### src/rtl/bnn_pkg.sv
// Shared types and helpers for the BNN output-layer core: FSM states,
// default parameter values and the saturating signed adder.
package bnn_pkg;

   typedef enum logic [1:0] {
      ST_ACC,
      ST_BIN,
      ST_OUT
   } state_t;

   localparam int DEF_CH     = 8;
   localparam int DEF_PSUM_W = 7;
   localparam int DEF_BIAS_W = 8;
   localparam int DEF_ACC_W  = 12;
   localparam int DEF_BEATS  = 4;
   localparam int DEF_POOL_N = 4;

   // Adds in 64-bit signed space, then clamps to the signed range of w bits.
   function automatic longint sat_add(input longint a, input longint b, input int w);
      longint s;
      longint hi;
      longint lo;
      s  = a + b;
      hi = (longint'(1) <<< (w - 1)) - 1;
      lo = -hi - 1;
      if (s > hi) return hi;
      if (s < lo) return lo;
      return s;
   endfunction

endpackage

### src/rtl/bnn_acc_lane.sv
// One output channel: bias register, saturating accumulator and sign bit.
module bnn_acc_lane
   import bnn_pkg::*;
#(
   parameter int PSUM_W = DEF_PSUM_W,
   parameter int BIAS_W = DEF_BIAS_W,
   parameter int ACC_W  = DEF_ACC_W
) (
   input  logic                     clk,
   input  logic                     rst,
   input  logic                     bias_we,
   input  logic signed [BIAS_W-1:0] bias_data,
   input  logic                     beat_en,
   input  logic                     first,
   input  logic signed [PSUM_W-1:0] psum,
   output logic                     bin
);

   logic signed [BIAS_W-1:0] bias_q;
   logic signed [ACC_W-1:0]  acc_q;
   longint                   base;

   // Beat 0 restarts from the bias as it stood before this edge.
   always_comb base = first ? longint'(bias_q) : longint'(acc_q);

   always_ff @(posedge clk or posedge rst) begin
      if (rst) begin
         bias_q <= '0;
         acc_q  <= '0;
      end else begin
         if (bias_we) bias_q <= bias_data;
         if (beat_en) acc_q  <= ACC_W'(sat_add(base, longint'(psum), ACC_W));
      end
   end

   assign bin = ~acc_q[ACC_W-1];

endmodule

### src/rtl/bnn_core_p.sv
// BNN output-layer core: per-channel bias+psum accumulation, sign binarisation,
// optional OR-pooling of POOL_N pixels when BNN_POOL_EN is defined.
module bnn_core_p
   import bnn_pkg::*;
#(
   parameter int CH     = DEF_CH,
   parameter int PSUM_W = DEF_PSUM_W,
   parameter int BIAS_W = DEF_BIAS_W,
   parameter int ACC_W  = DEF_ACC_W,
   parameter int BEATS  = DEF_BEATS,
   parameter int POOL_N = DEF_POOL_N,
   localparam int AW    = (CH > 1) ? $clog2(CH) : 1
) (
   input  logic                     clk,
   input  logic                     rst,
   input  logic                     flush,
   input  logic                     bias_we,
   input  logic [AW-1:0]            bias_addr,
   input  logic signed [BIAS_W-1:0] bias_data,
   input  logic                     psum_valid,
   output logic                     psum_ready,
   input  logic [CH*PSUM_W-1:0]     psum_data,
   output logic                     out_valid,
   input  logic                     out_ready,
   output logic [CH-1:0]            out_bins,
   output logic                     busy
);

   localparam int BW = (BEATS > 1) ? $clog2(BEATS) : 1;

   if (BEATS < 1 || POOL_N < 1) begin : g_param_check
      $error("bnn_core_p: BEATS and POOL_N must be at least 1");
   end

   state_t          state_q, state_d;
   logic [BW-1:0]   beat_q, beat_d;
   logic            out_valid_q, out_valid_d;
   logic [CH-1:0]   out_bins_q, out_bins_d;
   logic [CH-1:0]   bin;
   logic            beat_en;
   logic            last_beat;
`ifdef BNN_POOL_EN
   localparam int PW = (POOL_N > 1) ? $clog2(POOL_N) : 1;
   logic [CH-1:0]   pool_q, pool_d;
   logic [PW-1:0]   pcnt_q, pcnt_d;
`endif

   assign psum_ready = (state_q == ST_ACC);
   assign beat_en    = psum_valid && psum_ready && !flush;
   assign last_beat  = (beat_q == BW'(BEATS - 1));

   for (genvar c = 0; c < CH; c++) begin : g_lane
      bnn_acc_lane #(
         .PSUM_W(PSUM_W),
         .BIAS_W(BIAS_W),
         .ACC_W (ACC_W)
      ) u_lane (
         .clk      (clk),
         .rst      (rst),
         .bias_we  (bias_we && (int'(bias_addr) == c)),
         .bias_data(bias_data),
         .beat_en  (beat_en),
         .first    (beat_q == '0),
         .psum     (psum_data[c*PSUM_W +: PSUM_W]),
         .bin      (bin[c])
      );
   end

   always_comb begin
      // NOTE: every always_comb target gets a default first so no path infers a latch.
      state_d     = state_q;
      beat_d      = beat_q;
      out_valid_d = out_valid_q;
      out_bins_d  = out_bins_q;
`ifdef BNN_POOL_EN
      pool_d      = pool_q;
      pcnt_d      = pcnt_q;
`endif
      if (flush) begin
         state_d     = ST_ACC;
         beat_d      = '0;
         out_valid_d = 1'b0;
`ifdef BNN_POOL_EN
         pool_d      = '0;
         pcnt_d      = '0;
`endif
      end else begin
         case (state_q)
            ST_ACC: if (beat_en) begin
               beat_d = last_beat ? '0 : beat_q + 1'b1;
               if (last_beat) state_d = ST_BIN;
            end
            ST_BIN: begin
`ifdef BNN_POOL_EN
               if (pcnt_q == PW'(POOL_N - 1)) begin
                  out_bins_d  = pool_q | bin;
                  out_valid_d = 1'b1;
                  pool_d      = '0;
                  pcnt_d      = '0;
                  state_d     = ST_OUT;
               end else begin
                  pool_d  = pool_q | bin;
                  pcnt_d  = pcnt_q + 1'b1;
                  state_d = ST_ACC;
               end
`else
               out_bins_d  = bin;
               out_valid_d = 1'b1;
               state_d     = ST_OUT;
`endif
            end
            ST_OUT: if (out_ready) begin
               out_valid_d = 1'b0;
               state_d     = ST_ACC;
            end
            default: state_d = ST_ACC;
         endcase
      end
   end

   always_ff @(posedge clk or posedge rst) begin
      if (rst) begin
         state_q     <= ST_ACC;
         beat_q      <= '0;
         out_valid_q <= 1'b0;
         out_bins_q  <= '0;
`ifdef BNN_POOL_EN
         pool_q      <= '0;
         pcnt_q      <= '0;
`endif
      end else begin
         state_q     <= state_d;
         beat_q      <= beat_d;
         out_valid_q <= out_valid_d;
         out_bins_q  <= out_bins_d;
`ifdef BNN_POOL_EN
         pool_q      <= pool_d;
         pcnt_q      <= pcnt_d;
`endif
      end
   end

   assign out_valid = out_valid_q;
   assign out_bins  = out_bins_q;
   assign busy      = (state_q != ST_ACC) || (beat_q != '0);

endmodule

### config.mk
export PLATFORM = sky130hd
export DESIGN_NAME = bnn_core_p
export DESIGN_NICKNAME = d
export VERILOG_FILES = /design/src/rtl/bnn_pkg.sv /design/src/rtl/bnn_acc_lane.sv /design/src/rtl/bnn_core_p.sv
export SDC_FILE = /design/constraint.sdc
export NUM_CORES = 1
export LEC_CHECK = 0
export CAP_MARGIN = 20
export CORE_MARGIN = 4
export CORE_UTILIZATION = 55
export DETAILED_ROUTE_END_ITERATION = 10
export PLACE_DENSITY = 0.76
export SETUP_SLACK_MARGIN = 0.2
export SYNTH_ARGS = -nofsm -noshare
export SYNTH_HDL_FRONTEND = slang
export SYNTH_SLANG_ARGS = --single-unit
### constraint.sdc
create_clock -name clk -period 15.6 [get_ports clk]
set_input_delay 1.56 -clock clk [delete_from_list [all_inputs] [get_ports clk]]
set_output_delay 1.56 -clock clk [all_outputs]
set_load 0.1 [all_outputs]
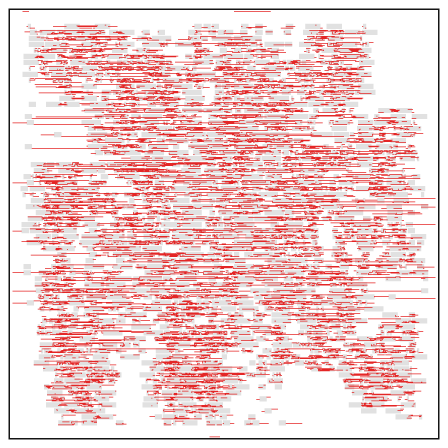
Run 1: the metal 1 layer
wire length on this layer: 19,300 um
main direction: horizontal
Routed Wire Length: 43,600 um
met1 Use GR: 32.2%
vias: 14,500

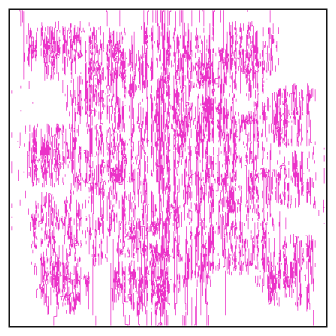
Run 1: metal 2
share of all routed wire: 49%
main direction: vertical
met2 track utilization from global routing: 39.4%

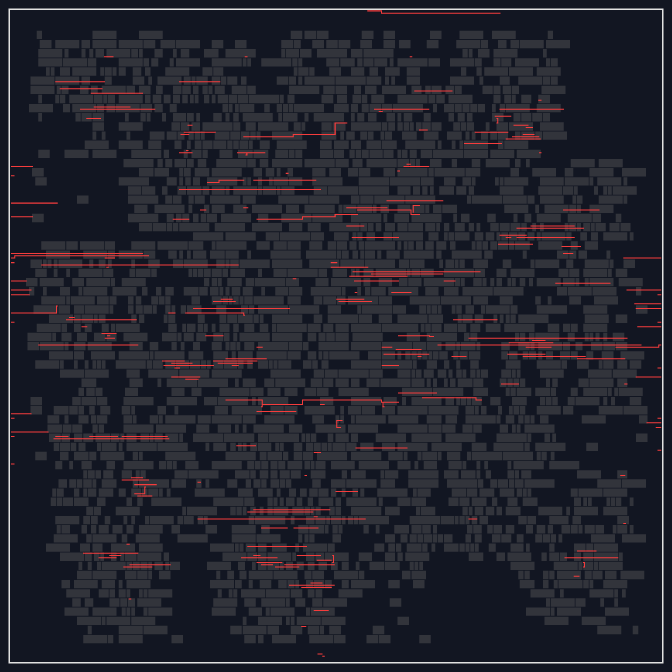
Run 1: signal wires on met3
share of all routed wire: 4.5%
wire length on this layer: 1,960 um
nets with wire on the layer: 160
met3 Resource Use GR: 2.90%

==> flow_metrics.py, run 1 <==
# Physical implementation metrics
metrics = {
    "run_status": {
        "outcome": "finished clean",
    },
    "final_timing": {
        "max_slew_margin_pct": 27.8,
        "worst-slew-pin-transition_ns": 1.07,
        "timing.fmax_mhz": 140,
        "hold_ws_ns": 0.459,
        "fin_setup_tns_ns": 0,
        "timing.final.crit_period_ns": 7.13,
        "final_min_period_over_clock_period_pct": 45.7,
        "final.setup_skew_ns": 0.0121,
        "unrepaired_setup_endpoints_after_global_routing": "no",
        "slew_viol_final": 0,
        "timing.final.setup_violations": 0,
        "hold_violations": 0,
    },
    "critical_path": {
        "worst_setup_path_end": "g_lane[2].u_lane.acc_q[8]",
        "path_cells": "inv_1 > ha_4 > buf_4 > mux2_2 > ha_1 > o21a_1 > o2111a_1 > a211o_1 > a21o_1 > a21o_1 > a21oi_1 > inv_1 > fa_1 > inv_1 > fa_1 > nand4b_1 > or3_1 > nor4_1 > nand3_1 > o21ai_1 > nand2_1 > o221ai_1",
        "critical_path_class": "reg2reg",
        "cpPeakStageDelay_ns": 0.67,
        "reg2reg_from": "beat_q[0]",
        "worst_ep_required_time_ns": 15.94,
        "critPathLaunchType": "flop",
        "cp_max_fo": 55,
        "path_common_cell": "sky130_fd_sc_hd__inv_1",
        "cpMaxStageDelayCell": "sky130_fd_sc_hd__buf_4",
        "reg2reg_setup_slack_ns": 8.47,
        "worst-r2r-cell-count": 22,
        "worstSetupStartpoint": "beat_q[0]",
        "critical_path_arrival_ns": 7.47,
        "crit_path_capture_type": "flop",
        "worst_r2r_endpoint": "g_lane[2].u_lane.acc_q[8]",
    },
    "synth": {
        "synthAdderAreaFrac_pct": 30.7,
        "synthMuxAreaShare_pct": 7.12,
        "yosys_cells": 1911,
        "synth.cellmix.compoundShare_pct": 14.8,
        "synth-seq-area-share_pct": 22.8,
        "synth_cell_types": 80,
        "synth_nets": 2312,
        "top_area_cell": "sky130_fd_sc_hd__fa_1",
        "top_cells_by_area": "sky130_fd_sc_hd__fa_1 24%, sky130_fd_sc_hd__dfrtp_1 23%, sky130_fd_sc_hd__mux2_2 7.1%",
        "synth_async_reset_ratio_pct": 100,
        "xor_share_pct": 2.68,
        "post_synth_main_logic_family": "adder cells",
        "netlist_area_um2": 19000,
        "synthSimpleGateAreaFrac_pct": 16.6,
        "synth-area-yosys_um2": 19000,
        "postSynthCellCount": 1911,
        "ys.flop_type": "sky130_fd_sc_hd__dfrtp_1",
        "avgSynthCellArea_um2": 9.93,
        "yosysWarnings": 0,
        "edf_count": 0,
        "synth_top_area_share_pct": 24.3,
        "ys.flops": 173,
    },
    "global_route": {
        "number_of_global_route_vias_before_repair": 14900,
        "grt.total_usage_pct": 23.3,
        "grt_max_degree": 99,
        "antenna_found_initial": 2,
        "first_pass_grt_wire_length_um": 73800,
        "grt_remaining_overflow": 0,
    },
    "cts": {
        "clock-root-buffer": "sky130_fd_sc_hd__clkbuf_16",
        "clkSlewWorstSetupHoldPaths_ns": 0.07,
        "cts_sink_cnt": 173,
        "post_cts_hold_buffer_count": 0,
        "worstSkewPairLatency_ns": 0.44,
        "post_cts_resized": 0,
        "number_of_cts_inserted_buffers": 17,
        "cts_setup_buffers": 0,
        "h-tree-depth": 4,
        "clk_path_buf_depth": 2,
        "cts_tree": "yes",
    },
    "pwr": {
        "power_per_cell_area_nw_per_um2": 139,
        "static-leakage-power_nw": 9.01,
        "ir_worst_vdd_mv": 0.0863,
    },
    "floorplan": {
        "io_pins": 84,
        "die_w_um": 194,
        "core-area_um2": 33800,
        "core.rowCount": 67,
        "area_of_the_die_um2": 37500,
        "die_height_um": 194,
        "initial_core_util_pct": 56.2,
    },
    "route": {
        "drt-wirelength-per-cell_um": 17.9,
        "drtAntennaViolNets": 0,
        "first_pass_iteration_count_of_the_detailed_router": 5,
        "avgViaCountPerCell": 5.94,
        "drcViolationCount": 0,
        "first_iter_violations": 1038,
    },
    "final_layout": {
        "design.final.nets": 2371,
        "syn_to_final_growth_pct": 9.96,
        "final_area_um2": 20900,
        "final_layout_size_suffix_gt1_share_pct": 11.2,
        "fin_util_pct": 61.7,
    },
    "placed_design": {
        "portBuffers": 83,
        "place.detailed.hpwl_um": 32300,
        "placement.cell_area_um2": 20300,
        "finalWeightedCongestion": 0.923,
    },
    "min_path": {
        "min_from": "g_lane[3].u_lane.acc_q[11]",
        "min_delay_path_depth": 1,
        "hold_end": "out_bins[3]",
        "worstHoldPathType": "reg2reg",
    },
    "job": {
        "tool_warnings": 145,
        "drv_cap": 0,
    },
}
run 1: worst max-delay path, delay by kind of cell, from the launching register on:
| kind | cells | cell delay (ns) |
|---|---|---|
| compound gates | 8 | 2.14 |
| fa+ha+maj | 4 | 1.74 |
| simple gates | 5 | 1.34 |
| buf+inv | 4 | 0.96 |
| flops | 1 | 0.41 |
| mux | 1 | 0.41 |
run 1: area by class of cell:
cell class | instances | area, um2
timing repair buffer | 106 | 963
sequential | 173 | 4330
antenna | 2 | 5.00
clock buffer | 18 | 429
tap | 448 | 561
fill | 2824 | 12900
multi-input combinational | 1479 | 13700
inverter | 193 | 729
clock inverter | 13 | 140
run 1: routing by layer:
metal	part of all wire, %	GRT usage, %
met5	0	0
met4	1.9	5.90
met3	4.5	2.90
met2	49	39.4
met1	44	32.2
run 1: metrics by stage:
step | setup WS, ns | instances | total power [mW]
after global placement | 8.10 | 2396 | 2.39
after CTS | 8.33 | 2427 | 2.91
after floorplan | 8.02 | 1911 | 2.05
after global routing | 7.89 | 2432 | 3.18
final | 8.47 | 2432 | 2.91
after detailed placement | 7.92 | 2396 | 2.47
run 1: flip-flops by register name (all words and copies together) (netlist names):
name / flops
out_valid: 1
out_bins: 8
g_lane.u_lane.acc_q: 96
beat_q: 2
state_q: 2
g_lane.u_lane.bias_q: 64
run 1: synthesized netlist by cell type (all sizes together), types with 7 or more instances:
cell / instances
and4b: 8
buf: 10
a31oi: 9
nand2: 114
xnor2: 40
nor4b: 24
fa: 230
or4: 9
and3: 7
a22oi: 13
o211ai: 15
nand2b: 43
ha: 98
nand4: 42
nand4b: 25
nor2: 101
o21a: 22
nor4: 29
mux2: 120
a211oi: 23
clkbuf: 56
o22ai: 17
dfrtp: 173
o21ai: 109
nor2b: 32
a21oi: 99
nor3: 25
xor2: 18
a21o: 49
a221oi: 7
a221o: 11
a211o: 9
inv: 193
or3: 8
nand3: 26
nor4bb: 21
run 1: cells by family (layout without fill, tap and decap cells):
| group | after synthesis | after routing |
|---|---|---|
| mux | 120 | 120 |
| xor+xnor | 58 | 58 |
| other cells | 0 | 2 |
| flops | 173 | 173 |
| compound gates | 424 | 424 |
| buf+inv | 259 | 330 |
| fa+ha+maj | 328 | 328 |
| simple gates | 549 | 549 |
run 1: layout by cell type, fill, tap and decap left out, types with 42 or more instances in the layout:
master	instances
sky130_fd_sc_hd__fa_1	230
sky130_fd_sc_hd__inv_1	192
sky130_fd_sc_hd__dfrtp_1	173
sky130_fd_sc_hd__mux2_2	120
sky130_fd_sc_hd__nand2_1	113
sky130_fd_sc_hd__a21oi_1	99
sky130_fd_sc_hd__nor2_1	98
sky130_fd_sc_hd__ha_1	97
sky130_fd_sc_hd__o21ai_0	95
sky130_fd_sc_hd__clkdlybuf4s50_1	76
sky130_fd_sc_hd__a21o_1	49
sky130_fd_sc_hd__nand2b_1	43
sky130_fd_sc_hd__nand4_1	42
run 1: power by group:
part | switching, mW | internal, mW
Sequential | 0.0698 | 0.583
Combinational | 1.04 | 0.794
Clock | 0.193 | 0.226
--- run 2 (diff from run 1) ---
PLACE_DENSITY = 0.79   (was 0.76)
clock period = 5.9 ns   (was 15.6 ns; I/O delays follow)
==> run 2 against run 1 <==
Against the previous run: non-clock buffer count up 66; sequential power grew to 2.7 times the previous value; final area grew 5.9%; critical path depth is 1 lower; combinational power went up to 2.9 times the previous value; routed wire length rose by 9.5%; via count grew 5.4%; clock power increased to 2.6 times the previous value; maximum frequency grew 26%; die area unchanged; core utilization is 3.6 points higher; largest cell class unchanged; largest power group unchanged; highest routed layer unchanged.
==> flow_metrics.py, run 2 <==
# Physical implementation metrics
metrics = {
    "run_status": {
        "outcome": "finished clean",
    },
    "final_timing": {
        "unrepaired_setup_endpoints_after_global_routing": "yes",
        "hold_violations": 0,
        "final.setup_skew_ns": 0.0108,
        "final_min_period_over_clock_period_pct": 95.6,
        "worst-slew-pin-transition_ns": 1.12,
        "timing.final.setup_violations": 0,
        "max_slew_margin_pct": 25.2,
        "slew_viol_final": 0,
        "hold_ws_ns": 0.464,
        "timing.fmax_mhz": 177,
        "timing.final.crit_period_ns": 5.64,
    },
    "synth": {
        "top_area_cell": "sky130_fd_sc_hd__fa_1",
        "synth-area-yosys_um2": 19000,
        "synth-seq-area-share_pct": 22.8,
        "netlist_area_um2": 19000,
        "edf_count": 0,
        "ys.flops": 173,
        "ys.flop_type": "sky130_fd_sc_hd__dfrtp_1",
        "synth_nets": 2312,
        "top_cells_by_area": "sky130_fd_sc_hd__fa_1 24%, sky130_fd_sc_hd__dfrtp_1 23%, sky130_fd_sc_hd__mux2_2 7.1%",
        "yosys_cells": 1911,
        "synth_async_reset_ratio_pct": 100,
        "top_cell": "sky130_fd_sc_hd__fa_1",
        "synth_cell_types": 80,
        "postSynthCellCount": 1911,
        "avgSynthCellArea_um2": 9.93,
        "synth_top_area_share_pct": 24.3,
        "commonest_cells_post_synth": "230 x sky130_fd_sc_hd__fa_1, 193 x sky130_fd_sc_hd__inv_1, 173 x sky130_fd_sc_hd__dfrtp_1, 120 x sky130_fd_sc_hd__mux2_2, 113 x sky130_fd_sc_hd__nand2_1",
        "yosysWarnings": 0,
    },
    "min_path": {
        "worstHoldPathType": "reg2reg",
        "min_from": "g_lane[3].u_lane.acc_q[11]",
        "min_delay_path_depth": 1,
    },
    "final_layout": {
        "final_area_um2": 22100,
        "regMostFlops": "g_lane.u_lane.acc_q",
        "filler_cell_count": 2565,
        "largest_reg_flops": 96,
        "design.final.nets": 2438,
        "multiInputGateArea_um2": 14300,
        "most_numerous_logic_cell_after_layout": "sky130_fd_sc_hd__fa_1",
        "final_layout_size_suffix_gt1_share_pct": 18.1,
        "layout.area.seq_um2": 4330,
        "layout_top_cells_excl_fill_tap": "224 x sky130_fd_sc_hd__fa_1, 189 x sky130_fd_sc_hd__inv_1, 173 x sky130_fd_sc_hd__dfrtp_1",
        "syn_to_final_growth_pct": 16.4,
    },
    "route": {
        "avgViaCountPerCell": 6.10,
        "first_iter_violations": 1124,
        "drcViolationCount": 0,
        "first_pass_iteration_count_of_the_detailed_router": 7,
        "drtAntennaViolNets": 0,
        "drt-wirelength-per-cell_um": 19.1,
    },
    "floorplan": {
        "die_height_um": 194,
        "core.rowCount": 67,
        "area_of_the_die_um2": 37500,
        "core-area_um2": 33800,
        "initial_core_util_pct": 56.2,
        "die_w_um": 194,
        "io_pins": 84,
    },
    "cts": {
        "cts_tree": "yes",
        "clk_path_buf_depth": 2,
        "cts_sink_cnt": 173,
        "h-tree-depth": 4,
        "worstSkewPairLatency_ns": 0.43,
        "clkSlewWorstSetupHoldPaths_ns": 0.07,
        "clock-root-buffer": "sky130_fd_sc_hd__clkbuf_16",
        "number_of_cts_inserted_buffers": 17,
    },
    "critical_path": {
        "cp_max_fo": 11,
        "cpPeakStageDelay_ns": 0.57,
        "reg2reg_setup_slack_ns": 0.26,
        "critical_path_arrival_ns": 5.98,
        "critPathLaunchType": "flop",
        "worst-r2r-cell-count": 21,
        "crit_path_capture_type": "flop",
        "worstSetupStartpoint": "beat_q[0]",
        "cpMaxStageDelayCell": "sky130_fd_sc_hd__fa_1",
        "worst_ep_required_time_ns": 6.24,
        "critical_path_class": "reg2reg",
        "path_cells": "inv_2 > ha_4 > buf_12 > buf_16 > mux2_2 > ha_1 > a21oi_2 > nor2_1 > a211o_1 > a221o_2 > a21o_1 > fa_2 > fa_1 > nor4bb_4 > nand4_1 > nor4_2 > and4b_2 > nor2b_4 > a31oi_4 > o21a_1 > a221oi_2",
        "reg2reg_from": "beat_q[0]",
    },
    "global_route": {
        "first_pass_grt_wire_length_um": 77300,
        "number_of_global_route_vias_before_repair": 15800,
        "grt_max_degree": 72,
        "antenna_found_initial": 2,
        "grt_remaining_overflow": 0,
    },
    "placed_design": {
        "placement.cell_area_um2": 20500,
        "finalWeightedCongestion": 0.940,
        "portBuffers": 83,
        "place.detailed.hpwl_um": 34000,
    },
    "job": {
        "drv_cap": 0,
        "tool_warnings": 148,
    },
    "pwr": {
        "power_per_cell_area_nw_per_um2": 369,
        "static-leakage-power_nw": 9.52,
        "ir_worst_vdd_mv": 0.219,
    },
}
-- run 2: netlist changes by cell type in the layout (fill, tap and decap cells not counted), moves of 7 or more --
cell	before	now
sky130_fd_sc_hd__buf_4	21	73
sky130_fd_sc_hd__o21ai_0	95	82
sky130_fd_sc_hd__inv_6	10	1
sky130_fd_sc_hd__a21oi_1	99	91
sky130_fd_sc_hd__ha_1	97	89
sky130_fd_sc_hd__nor4_1	29	21
sky130_fd_sc_hd__ha_4	1	8
sky130_fd_sc_hd__o21ai_2	7	14
-- run 2: timing repair --
action	in CTS	in global routing
setup endpoints to repair	53	88
cloned	2	6
buffers inserted	2	31
pin swaps	8	49
resized	14	122
hold buffers	0	0
-- run 2: report_power, final --
part,total (mW),internal (mW),switching [mW]
clock network,1.08,0.611,0.470
logic,5.33,2.36,2.97
registers,1.74,1.54,0.201
-- run 2: cell type report --
| class | instances | share of cell area, % |
|---|---|---|
| antenna | 2 | 0.0227 |
| clock buffer | 21 | 2.13 |
| clock inverter | 10 | 0.413 |
| inverter | 193 | 3.30 |
| multi-input combinational | 1480 | 64.6 |
| sequential | 173 | 19.6 |
| tap | 448 | 2.54 |
| timing repair buffer | 172 | 7.36 |
-- run 2: logic make-up (layout without fill, tap and decap cells) --
family | Yosys count | count (layout) | synth area share (%)
compound gates | 424 | 425 | 14.8
xor+xnor | 58 | 58 | 2.68
fa+ha+maj | 328 | 328 | 30.7
buf+inv | 259 | 396 | 5.19
flops | 173 | 173 | 22.8
mux | 120 | 120 | 7.12
other cells | 0 | 2 | 0
simple gates | 549 | 549 | 16.6
-- run 2: metal layers --
metal / up-vias / part of all wire, % / track usage, % / routed length, um
met5: - / 0 / 0 / 0
met4: 0 / 3.0 / 8.10 / 1410
met3: 98 / 4.8 / 2.68 / 2270
met2: 508 / 51 / 42.3 / 24200
met1: 7681 / 42 / 32.2 / 19900
li1: 6951 / - / - / -
-- run 2: critical path, delay by kind of cell (launching register included) --
kind	cells	cell delay, ns
flip-flops	1	0.42
AND-OR/OR-AND	7	1.63
AND/OR/NAND/NOR	6	1.30
adder cells (fa/ha/maj)	4	1.45
multiplexers	1	0.34
buffers and inverters	3	0.39
-- run 2: path summary, 6_finish.rpt --
path,to
max,g_lane[6].u_lane.acc_q[10]
min,out_bins[3]
max reg2reg,g_lane[6].u_lane.acc_q[10]
min reg2reg,out_bins[3]
max in group asynchronous,g_lane[1].u_lane.acc_q[4]
min in group asynchronous,out_bins[0]
-- run 2: stage by stage --
stage	setup WS, ns	utilization (%)	total power, mW	cells	setup TNS (ns)
floorplan	-0.289	-	5.42	1911	-9.10
global placement	0.157	60.8	6.40	2424	0
detailed placement	0.0456	60.8	6.62	2424	0
CTS	0.192	62.9	7.78	2459	0
global route	0.0725	65.4	8.87	2499	0
finish	0.257	65.4	8.16	2499	0
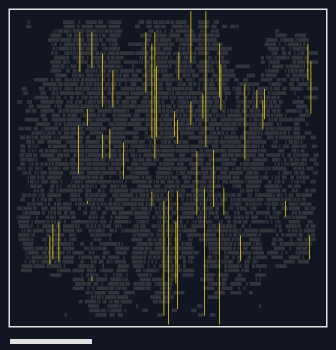
Run 2: M4 wires
The bar under the picture is 50 um long.
main direction: vertical
share of all routed wire: 2.9%
nets with wire on the layer: 42
longest straight run: 83.0 um
wire length on this layer: 1,410 um
Routed Wire Length: 47,800 um
vias: 15,200

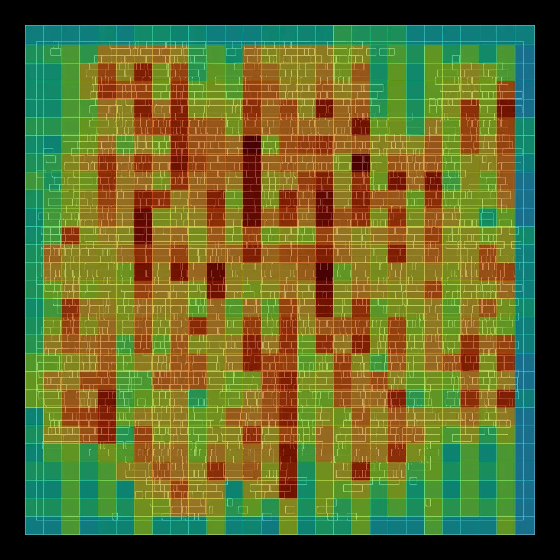
Run 2: track usage over the die
GR Util All Layers: 24.4%
most utilized layer in the global route result: met2
met2 track utilization from global routing: 42.3%

No activity file was given, so power comes from the tool's default toggle rates.
